Fig. 1: run 1, routed metal, one colour a layer
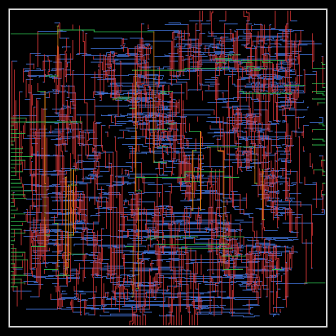
Fig. 2: run 1, cell density map
The die is cut into 11 by 11 equal tiles; white is low, dark blue is high, 0 to 100% covered.
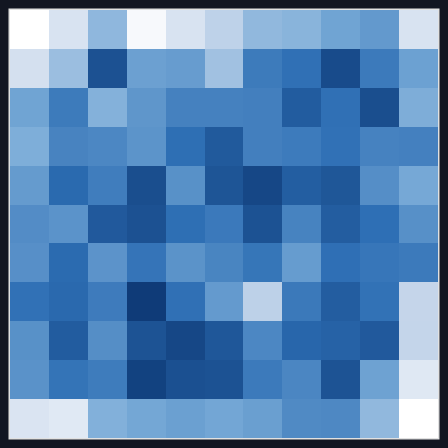
Fig. 3: run 1, metal 2
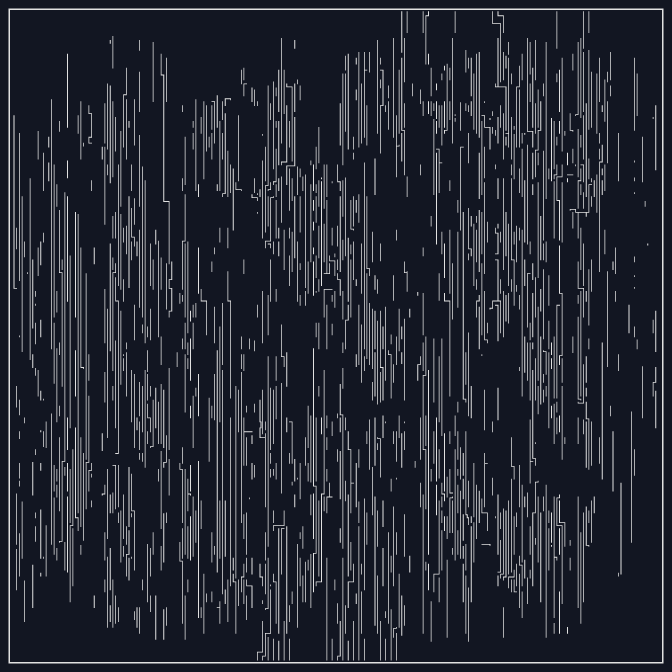
$ cat src/rtl/sobel_gradient.sv
// Three-stage Sobel gradient pipeline: partial sums, absolute values, then a saturated or
// thresholded edge pixel, with a per-frame edge counter and an end-of-burst pulse.
module sobel_gradient #(
    parameter int unsigned THRESHOLD  = 128,
    parameter int unsigned BINARY_OUT = 0,
    parameter int unsigned CNT_W      = 16
) (
    input  logic             clk,
    input  logic             rst,
    input  logic [7:0]       d0_i,
    input  logic [7:0]       d1_i,
    input  logic [7:0]       d2_i,
    input  logic [7:0]       d3_i,
    input  logic [7:0]       d4_i,
    input  logic [7:0]       d5_i,
    input  logic [7:0]       d6_i,
    input  logic [7:0]       d7_i,
    input  logic [7:0]       d8_i,
    input  logic             done_i,
    output logic [7:0]       edge_o,
    output logic             done_o,
    output logic [CNT_W-1:0] edge_cnt_o,
    output logic             frame_end_o
);

    logic [9:0]       w_gx_pos, w_gx_neg, w_gy_pos, w_gy_neg;
    logic [9:0]       r_gx_pos, r_gx_neg, r_gy_pos, r_gy_neg;
    logic [9:0]       w_abs_gx, w_abs_gy;
    logic [9:0]       r_abs_gx, r_abs_gy;
    logic [10:0]      w_mag;
    logic [7:0]       w_sat;
    logic             w_is_edge;
    logic [7:0]       w_edge_val;
    logic [2:0]       r_vld;
    logic [7:0]       r_edge;
    logic             r_frame_end;
    logic             r_done_q;
    logic             w_rise;
    logic [CNT_W-1:0] r_cnt;

    // Center pixel d4 has zero weight in both kernels.
    logic [7:0] w_unused_d4;
    assign w_unused_d4 = d4_i;

    always_comb begin
        w_gx_pos = {2'b00, d2_i} + {1'b0, d5_i, 1'b0} + {2'b00, d8_i};
        w_gx_neg = {2'b00, d0_i} + {1'b0, d3_i, 1'b0} + {2'b00, d6_i};
        w_gy_pos = {2'b00, d6_i} + {1'b0, d7_i, 1'b0} + {2'b00, d8_i};
        w_gy_neg = {2'b00, d0_i} + {1'b0, d1_i, 1'b0} + {2'b00, d2_i};
    end

    always_comb begin
        w_abs_gx = (r_gx_pos >= r_gx_neg) ? (r_gx_pos - r_gx_neg) : (r_gx_neg - r_gx_pos);
        w_abs_gy = (r_gy_pos >= r_gy_neg) ? (r_gy_pos - r_gy_neg) : (r_gy_neg - r_gy_pos);
    end

    always_comb begin
        w_mag      = {1'b0, r_abs_gx} + {1'b0, r_abs_gy};
        w_sat      = (w_mag > 11'd255) ? 8'hFF : w_mag[7:0];
        w_is_edge  = (32'(w_sat) >= THRESHOLD);
        w_edge_val = (BINARY_OUT != 0) ? (w_is_edge ? 8'hFF : 8'h00) : w_sat;
        w_rise     = done_i & ~r_done_q;
    end

    always_ff @(posedge clk or negedge rst) begin
        if (!rst) begin
            r_gx_pos <= '0;
            r_gx_neg <= '0;
            r_gy_pos <= '0;
            r_gy_neg <= '0;
            r_abs_gx <= '0;
            r_abs_gy <= '0;
        end else begin
            r_gx_pos <= w_gx_pos;
            r_gx_neg <= w_gx_neg;
            r_gy_pos <= w_gy_pos;
            r_gy_neg <= w_gy_neg;
            r_abs_gx <= w_abs_gx;
            r_abs_gy <= w_abs_gy;
        end
    end

    // r_vld[1] marks a valid pixel in S2, i.e. the one being loaded into S3 this edge.
    always_ff @(posedge clk or negedge rst) begin
        if (!rst) begin
            r_vld       <= '0;
            r_edge      <= '0;
            r_frame_end <= 1'b0;
            r_done_q    <= 1'b0;
        end else begin
            r_vld       <= {r_vld[1:0], done_i};
            r_edge      <= r_vld[1] ? w_edge_val : 8'h00;
            r_frame_end <= r_vld[2] & ~r_vld[1];
            r_done_q    <= done_i;
        end
    end

    // Frame start clear takes priority over a draining edge pixel from the previous frame.
    always_ff @(posedge clk or negedge rst) begin
        if (!rst) begin
            r_cnt <= '0;
        end else if (w_rise) begin
            r_cnt <= '0;
        end else if (r_vld[1] && w_is_edge && (r_cnt != {CNT_W{1'b1}})) begin
            r_cnt <= r_cnt + CNT_W'(1);
        end
    end

    assign edge_o      = r_edge;
    assign done_o      = r_vld[2];
    assign edge_cnt_o  = r_cnt;
    assign frame_end_o = r_frame_end;

endmodule

$ cat config.mk
export PLATFORM = sky130hd
export DESIGN_NAME = sobel_gradient
export DESIGN_NICKNAME = d
export VERILOG_FILES = /design/src/rtl/sobel_gradient.sv
export SDC_FILE = /design/constraint.sdc
export NUM_CORES = 1
export LEC_CHECK = 0
export CAP_MARGIN = 10
export CORE_MARGIN = 1
export CORE_UTILIZATION = 55
export DETAILED_ROUTE_END_ITERATION = 12
export PLACE_DENSITY = 0.81
export SYNTH_ARGS = -nofsm -noshare
export SYNTH_HDL_FRONTEND = slang
export SYNTH_SLANG_ARGS = --single-unit
$ cat constraint.sdc
create_clock -name clk -period 3.5 [get_ports clk]
set_input_delay 0.35 -clock clk [delete_from_list [all_inputs] [get_ports clk]]
set_output_delay 0.35 -clock clk [all_outputs]
set_load 0.02 [all_outputs]
==> run_results.csv, run 1 <==
group,metric,value,unit
flow_run,max_cap_viols,0,
die,tapCellCount,143,
power,p_seq_frac,0.240,
die,ioPinCount,101,
finish,share_of_final_layout_standard_cells_stronger_than_drive_strength_1,0.0361,
power,cellLeakagePower,3.80,nW
finish,most_frequently_placed_logic_cell_in_the_final_layout,"sky130_fd_sc_hd__clkdlybuf4s50_1",
global_routing,grt_remaining_overflow,0,
place,post-dp-hpwl,11.9,mm
finish,register_area,0.00220,mm^2
global_routing,met1_usage,0.292,
finish,stdcell_count,891,
finish,combAreaFraction,0.510,
global_routing,grt_util_all_layers,0.250,
critical_path,cp_data_arrival_time,3310,ps
global_routing,grt_busiest_layer,"met2",
outcome,run_status,"complete, but fails checks",
routing,route.top_layer_used,"met4",
clock_network,clock_path_buffers,2,
synth,count_of_flip_flops_with_a_built_in_enable_after_synthesis,0,
routing,wl_met1,5.97,mm
outcome,failed_checks,"design-rule violations",
synth,post-synth-top-count-cell,"sky130_fd_sc_hd__dfrtp_1",
synth,numSynthFlops,88,
finish,diodes,0,
place,detailed_place.area,0.00770,mm^2
global_routing,globalRouteMet3Util,0.0362,
final_timing,finalClockPeriodUsage,0.868,
global_routing,grt_pass1_vias,5281,
routing,detailedRoute.firstIterationViolations,320,
final_timing,max_frequency,329,MHz
die,die-area,0.0126,mm^2
final_timing,hold_slack,192,ps
final_timing,finalCriticalPeriod,3040,ps
synth,yosysTopAreaCell,"sky130_fd_sc_hd__dfrtp_1",
routing,wl_met2,7.43,mm
synth,synthesis.area_per_instance,10.2,um^2
routing,detail_route.drc_violations,5,
synth,yosysSeqAreaShare,0.330,
routing,met3_wirelength,629,um
synth,synth.lib_cells_used.distinct,63,
finish,non_clock_buffer_count,93,
clock_network,cts_tree,"done",
synth,top_area_frac,0.330,
clock_network,clkTransAtPathRegs,70,ps
routing,detail-route-antenna-nets,0,
clock_network,cts-resized-gates,0,
final_timing,finClkSkew,7.36,ps
Notes on Fig. 1 above:
M4 -> orange  # wire length 465 um
M2 -> red  # wire length 7430 um
M1 -> blue  # wire length 5970 um
M3 -> green  # wire length 630 um
wire length reported by the detailed router: 14.5 mm
routed vias: 4998

Notes on Fig. 2 above:
mean over tiles = 62%
tiles over 75% full = 25%
emptiest ninth of the die = north-west
fullest tile = 96%
nearly empty tiles = 1.7%

Notes on Fig. 3 above:
wire length on this layer = 7430 um
main direction = vertical
share of all routed wire = 51%
longest straight run = 51.3 um

run 1: logic make-up after synthesis:
family | synth area share
compound gates | 0.158
buf+inv | 0.0581
mux | 0.0232
fa+ha+maj | 0.270
simple gates | 0.0958
xor+xnor | 0.0643
flops | 0.330
run 1: path summary, 6_finish.rpt:
path	start	end	slack (ps)	depth (start not counted)
worst max-delay path	r_abs_gx[0]$_DFF_PN0_	edge_cnt_o[9]$_DFFE_PN0P_	460	11
max in group asynchronous	rst	edge_o[4]$_DFF_PN0_	2630	1
min in group clk	r_vld[0]$_DFF_PN0_	r_vld[1]$_DFF_PN0_	390	0
worst max register to register	r_abs_gx[0]$_DFF_PN0_	edge_cnt_o[9]$_DFFE_PN0P_	460	11
worst min register to register	r_vld[0]$_DFF_PN0_	r_vld[1]$_DFF_PN0_	390	0
worst min-delay path	rst	r_gx_neg[3]$_DFF_PN0_	190	1
run 1: power by group through the flow:
stage / clock network, W / logic [W] / registers (W)
3_3_place_gp: 0 / 0.00386 / 0.00158
2_1_floorplan: 0 / 0.00300 / 0.00162
5_1_grt: 0.00103 / 0.00448 / 0.00161
6_report: 0.000971 / 0.00402 / 0.00157
3_5_place_dp: 0 / 0.00397 / 0.00160
4_1_cts: 0.000983 / 0.00400 / 0.00158
run 1: critical path: stages, from the launching register on:
cell and delay, ps:
sky130_fd_sc_hd__dfrtp_1 340, sky130_fd_sc_hd__ha_1 200, sky130_fd_sc_hd__inv_1 70, sky130_fd_sc_hd__fa_1 400, sky130_fd_sc_hd__nand2b_1 190, sky130_fd_sc_hd__a21o_1 200, sky130_fd_sc_hd__a221oi_1 310, sky130_fd_sc_hd__a211oi_2 160
sky130_fd_sc_hd__o221ai_4 140, sky130_fd_sc_hd__nand3_2 280, sky130_fd_sc_hd__or4b_1 530, sky130_fd_sc_hd__a21oi_1 160
Fig. 4: run 1, selected gate families
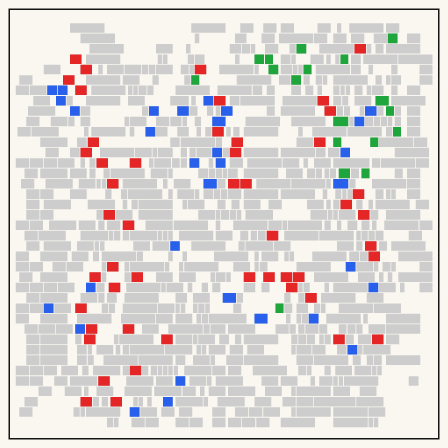

==> run 2: changes to the inputs <==
==> constraint.sdc (replaced) <==
create_clock -name clk -period 3.5 [get_ports clk]
set_input_delay 0.7 -clock clk [delete_from_list [all_inputs] [get_ports clk]]
set_output_delay 0.7 -clock clk [all_outputs]
set_load 0.02 [all_outputs]
Fig. 5: run 2, selected gate families
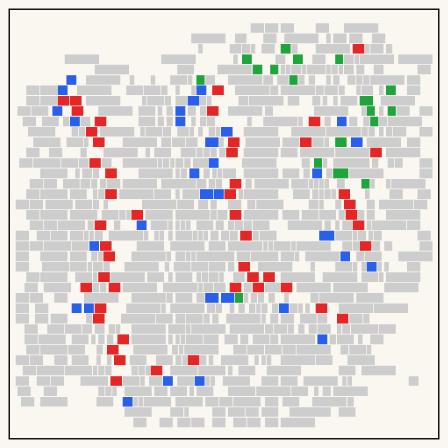
and/or cells -> green  # cells 18
xor and xnor cells -> red  # cells 49
non-inverting ao/oa cells -> blue  # cells 31
most frequently placed logic cell in the final layout: sky130_fd_sc_hd__clkdlybuf4s50_1
fraction of area in multi-input gates: 0.510
number of non-filler instances in the completed layout: 891

==> run 2 against run 1 <==
- the run still ends with design-rule violations left
- cell area about the same
- power down 0.22%
- sequential share of layout area about the same
- synthesized area unchanged
- critical path depth up 1
- clock skew down 0.59 ps
- clock power down 2%
- setup slack worse by 99 ps
- critical path type is now in2reg
- highest routed layer unchanged
==> run_results.csv, run 2 <==
group,metric,value,unit
die,ioPinCount,101,
synth,synth.lib_cells_used.distinct,63,
outcome,failed_checks,"design-rule violations",
critical_path,path_cells,"clkdlybuf4s50_1 -> fa_1 -> ha_1 -> inv_1 -> fa_1 -> inv_1 -> a21oi_1 -> o21ai_1 -> a21oi_1 -> o21bai_1 -> a21o_1 -> a21o_1",
synth,numSynthFlops,88,
global_routing,globalRouteMet3Util,0.0367,
synth,and_or_or_and_share_of_the_synthesized_area,0.158,
outcome,run_status,"complete, but fails checks",
clock_network,clock_path_buffers,2,
synth,synth-simple-area-share,0.0958,
final_timing,hold_slack,410,ps
finish,diodes,0,
final_timing,finalClockPeriodUsage,0.896,
global_routing,grt_util_all_layers,0.240,
final_timing,finalCriticalPeriod,3140,ps
finish,share_of_final_layout_standard_cells_stronger_than_drive_strength_1,0.0388,
synth,yosysTopAreaCell,"sky130_fd_sc_hd__dfrtp_1",
power,cellLeakagePower,3.80,nW
synth,ys_sh_adder,0.270,
global_routing,grt_remaining_overflow,0,
synth,yosys-dominant-comb-family,"adder cells",
routing,detail_route.drc_violations,4,
final_timing,max_frequency,319,MHz
synth,count_of_flip_flops_with_a_built_in_enable_after_synthesis,0,
synth,top_area_frac,0.330,
## run 2: report_power, final
group          internal [W]  switching (W)  total (W)
logic               0.00176        0.00226    0.00402
clock network      0.000567       0.000386   0.000953
registers           0.00139       0.000190    0.00158
## run 2: path summary, 6_finish.rpt
kind | endpoint | slack, ps | cells after the start
max in group asynchronous | r_gy_pos[2]$_DFF_PN0_ | 2270 | 1
min in group asynchronous | r_abs_gx[1]$_DFF_PN0_ | 550 | 1
worst min-delay path | r_vld[1]$_DFF_PN0_ | 410 | 0
worst min register to register | r_vld[1]$_DFF_PN0_ | 410 | 0
worst max-delay path | r_gy_neg[9]$_DFF_PN0_ | 360 | 12
worst max register to register | edge_cnt_o[7]$_DFFE_PN0P_ | 390 | 11
## run 2: area by class of cell
cell class / instances / area, um^2 / share of cell area
Multi-Input combinational cell: 468 / 4090 / 0.510
Sequential cell: 88 / 2200 / 0.275
Timing Repair Buffer: 94 / 933 / 0.117
Inverter: 83 / 312 / 0.0389
Clock buffer: 10 / 239 / 0.0298
Tap cell: 143 / 179 / 0.0223
Clock inverter: 5 / 57.6 / 0.00719
## run 2: routing by layer
layer | up-vias | part of all wire | wire length, um
li1 | 2429 | - | -
met1 | 2375 | 0.40 | 5700
met2 | 153 | 0.52 | 7350
met3 | 33 | 0.043 | 605
met4 | 0 | 0.033 | 465
met5 | - | 0 | 0
## run 2: stage by stage
step | setup slack [ps] | power [W] | instances
4_1_cts | 214 | 0.00654 | 891
3_3_place_gp | -4.24 | 0.00537 | 876
5_1_grt | 119 | 0.00708 | 891
3_5_place_dp | -127 | 0.00552 | 876
2_1_floorplan | 748 | 0.00462 | 654
6_report | 364 | 0.00655 | 891
Power is estimated from default activity; no workload was simulated.
